## src/rtl/mapa_loader_pkg.sv

```systemverilog
// mapa_loader_pkg
// Shared constants for the mapa frame loader: display geometry, the
// default blank row pattern (segments are active-low, so all ones = off)
// and the loader FSM state encoding.
package mapa_loader_pkg;

  localparam int ROWS  = 8;
  localparam int WIDTH = 7;
  localparam int ROW_AW = 3;

  localparam logic [WIDTH-1:0] BLANK_DEFAULT = 7'b1111111;

  // Loader FSM encoding
  localparam logic [1:0] ST_IDLE   = 2'd0;
  localparam logic [1:0] ST_LOAD   = 2'd1;
  localparam logic [1:0] ST_COMMIT = 2'd2;

endpackage

```

## src/rtl/mapa_bank.sv

```systemverilog
// mapa_bank
// Double-buffered 8x7 row store. Rows are written one at a time into the
// shadow bank; a commit copies all eight shadow rows into the display bank
// in a single edge, so the display never shows a half-loaded frame.
//
// Ports
//   clk      rising-edge clock
//   reset    asynchronous active-high reset, both banks -> BLANK
//   we       write enable for the shadow bank
//   waddr    shadow row to write
//   wdata    row pattern to write
//   commit   copy shadow -> display on this edge
//   display  committed rows, row k in display[k]
module mapa_bank
  import mapa_loader_pkg::*;
#(
  parameter logic [WIDTH-1:0] BLANK = BLANK_DEFAULT
) (
  input  logic                        clk,
  input  logic                        reset,
  input  logic                        we,
  input  logic [ROW_AW-1:0]           waddr,
  input  logic [WIDTH-1:0]            wdata,
  input  logic                        commit,
  output logic [ROWS-1:0][WIDTH-1:0]  display
);

  logic [ROWS-1:0][WIDTH-1:0] shadow;

  always_ff @(posedge clk or posedge reset) begin
    if (reset) begin
      shadow <= {ROWS{BLANK}};
    end else if (we) begin
      shadow[waddr] <= wdata;
    end
  end

  // Commit samples shadow before any same-edge write lands; the loader
  // never writes and commits on the same edge anyway.
  always_ff @(posedge clk or posedge reset) begin
    if (reset) begin
      display <= {ROWS{BLANK}};
    end else if (commit) begin
      display <= shadow;
    end
  end

endmodule

```

## src/rtl/mapa_loader.sv

```systemverilog
// mapa_loader
// Loads an 8-row display frame beat by beat into a shadow bank, then
// commits all rows to the display outputs at once.
//
// Handshake: a beat transfers on a rising edge where data_valid and
// data_ready are both high. data_ready is combinational: high only in LOAD
// and only while start is low (start restarts the frame and wins over a
// coincident beat). The source holds data_in stable while data_valid is
// high and data_ready is low.
//
// Ports
//   clk, reset            clock / asynchronous active-high reset
//   start                 begin (or restart) a frame; pointer -> row 0
//   data_in, data_valid   row pattern for the current pointer and its valid
//   data_ready            loader accepts data_in this cycle
//   mapa0..mapa7          committed display rows
//   row_idx               next shadow row to be written
//   busy                  FSM is not IDLE
//   frame_done            one-cycle pulse after a commit
//   state_dbg             current FSM state (ST_* encoding)
module mapa_loader
  import mapa_loader_pkg::*;
#(
  parameter logic [WIDTH-1:0] BLANK = BLANK_DEFAULT
) (
  input  logic              clk,
  input  logic              reset,
  input  logic              start,
  input  logic [WIDTH-1:0]  data_in,
  input  logic              data_valid,
  output logic              data_ready,
  output logic [WIDTH-1:0]  mapa0,
  output logic [WIDTH-1:0]  mapa1,
  output logic [WIDTH-1:0]  mapa2,
  output logic [WIDTH-1:0]  mapa3,
  output logic [WIDTH-1:0]  mapa4,
  output logic [WIDTH-1:0]  mapa5,
  output logic [WIDTH-1:0]  mapa6,
  output logic [WIDTH-1:0]  mapa7,
  output logic [ROW_AW-1:0] row_idx,
  output logic              busy,
  output logic              frame_done,
  output logic [1:0]        state_dbg
);

  logic [1:0]                 state;
  logic                       beat;
  logic                       commit;
  logic [ROWS-1:0][WIDTH-1:0] display;

  assign data_ready = (state == ST_LOAD) && !start;
  assign beat       = data_valid && data_ready;
  assign commit     = (state == ST_COMMIT);
  assign busy       = (state != ST_IDLE);
  assign state_dbg  = state;

  always_ff @(posedge clk or posedge reset) begin
    if (reset) begin
      state      <= ST_IDLE;
      row_idx    <= '0;
      frame_done <= 1'b0;
    end else begin
      frame_done <= 1'b0;
      case (state)
        ST_IDLE: begin
          if (start) begin
            state   <= ST_LOAD;
            row_idx <= '0;
          end
        end
        ST_LOAD: begin
          if (start) begin
            row_idx <= '0;
          end else if (beat) begin
            // 3-bit pointer wraps 7 -> 0 on the last row
            row_idx <= row_idx + 3'd1;
            if (row_idx == 3'd7) begin
              state <= ST_COMMIT;
            end
          end
        end
        ST_COMMIT: begin
          // Display bank loads on this same edge; start is ignored here.
          state      <= ST_IDLE;
          frame_done <= 1'b1;
        end
        default: begin
          state   <= ST_IDLE;
          row_idx <= '0;
        end
      endcase
    end
  end

  mapa_bank #(
    .BLANK(BLANK)
  ) u_bank (
    .clk     (clk),
    .reset   (reset),
    .we      (beat),
    .waddr   (row_idx),
    .wdata   (data_in),
    .commit  (commit),
    .display (display)
  );

  assign mapa0 = display[0];
  assign mapa1 = display[1];
  assign mapa2 = display[2];
  assign mapa3 = display[3];
  assign mapa4 = display[4];
  assign mapa5 = display[5];
  assign mapa6 = display[6];
  assign mapa7 = display[7];

endmodule
```

## config.mk

```make
export PLATFORM = sky130hd
export DESIGN_NAME = mapa_loader
export DESIGN_NICKNAME = d
export VERILOG_FILES = /design/src/rtl/mapa_loader_pkg.sv /design/src/rtl/mapa_bank.sv /design/src/rtl/mapa_loader.sv
export SDC_FILE = /design/constraint.sdc
export NUM_CORES = 1
export LEC_CHECK = 0
export CAP_MARGIN = 10
export CORE_UTILIZATION = 25
export CTS_CLUSTER_DIAMETER = 100
export DETAILED_ROUTE_END_ITERATION = 12
export GPL_TIMING_DRIVEN = 0
export PLACE_DENSITY = 0.47
export SLEW_MARGIN = 25
export SYNTH_ARGS = -nofsm -noshare
export SYNTH_HDL_FRONTEND = slang
export SYNTH_SLANG_ARGS = --single-unit
```

## constraint.sdc

```tcl
create_clock -name clk -period 11.4 [get_ports clk]
set_clock_uncertainty 0.1 [all_clocks]
set_input_delay 1.71 -clock clk [delete_from_list [all_inputs] [get_ports clk]]
set_output_delay 1.71 -clock clk [all_outputs]
set_load 0.02 [all_outputs]
```

Figure 1. Met1 routing.
Supply wires on this layer in gray.
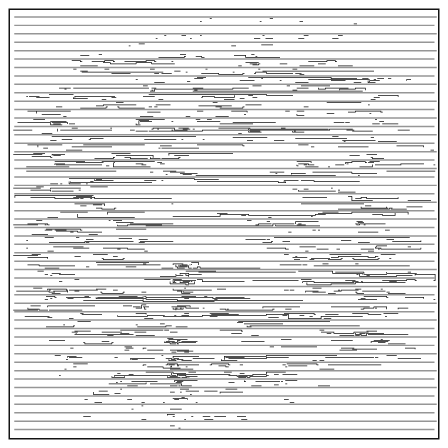
The layer holds 46% of the routed length. The layer carries 4740 µm of wire. The wires run mostly horizontal. 328 nets have wire on it. The longest straight run is 54.7 µm.
via count: 2569
grt met1 use: 0.150

==> Slide: Implementation Results <==
Run Summary

Status
  – Status: finished, violations left
  – Failing checks: design-rule violations

Min path
  – Hold worst-path end: state_dbg[0]$_DFFE_PP0P_

Clock tree
  – Clock buffer depth: 2
  – H-tree Lvls: 4

Power and ir drop
  – Leak: 2.53 nW
  – Max VDD drop: 0.101 mV

Finish
  – Commonest Layout Cell: dfstp_2
  – Largest registers: u_bank.display: 56 flops, u_bank.shadow: 56 flops, row_idx: 3 flops

Floorplanning
  – Core area: 18100 µm²

Place
  – Dpl hpwl: 6.69 mm
  – PortBufs: 74

Run
  – Tool warnings: 26

Worst setup path
  – CP dominant cell by count: clkdlybuf4s50_1
  – R2r setup slk: 9050 ps
  – CP max stage cell: clkdlybuf4s50_1
  – Critical Path Sink: data_ready
  – Setup crit end kind: primary output

Synthesis
  – Seq share, synth: 0.666
  – Syn Inst Count: 272
  – Synth Warn #: 0

Final timing
  – Fmax: 0.204 GHz
  – Final setup vio count: 0
  – RSZ-0062 raised after global routing: false
  – WHS: 497 ps
  – Setup TNS: 0 ps
  – Final Critical Period: 4900 ps

Routing
  – Metal-1 WL: 4.74 mm
  – Drt drc: 14

Global routing
  – GRT overflow: 0
  – Met3 global-route usage: 0.0336
Figure 2. M2 wires.
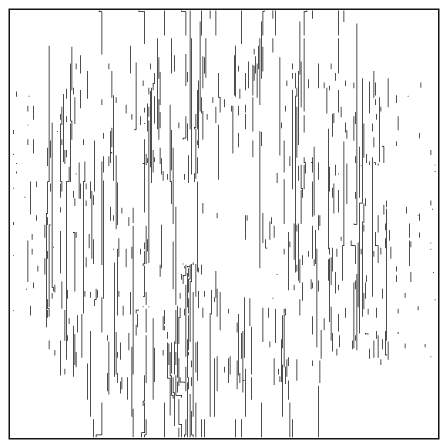
The longest straight run is 64.8 µm. The layer carries 4910 µm of wire. 368 nets have wire on it. The wires run mostly vertical.

## power by group
| group | switching [mW] | internal [mW] |
|---|---|---|
| Sequential | 0.0152 | 0.472 |
| Combinational | 0.0269 | 0.0344 |
| Clock | 0.174 | 0.296 |
| Total | 0.216 | 0.802 |
## logic make-up (layout without fill, tap and decap cells)
group | Yosys count | count (layout) | synth area share
AND-OR/OR-AND | 4 | 4 | 0.00593
adder cells (fa/ha/maj) | 2 | 2 | 0.00539
buffers and inverters | 12 | 117 | 0.0113
flip-flops | 118 | 118 | 0.666
multiplexers | 113 | 113 | 0.280
AND/OR/NAND/NOR | 23 | 23 | 0.0310
## critical path, delay by kind of cell
| kind | cells | cell delay [ps] |
|---|---|---|
| buffers and inverters | 2 | 1100 |
| AND/OR/NAND/NOR | 2 | 290 |
Power and IR drop assume default switching activity.
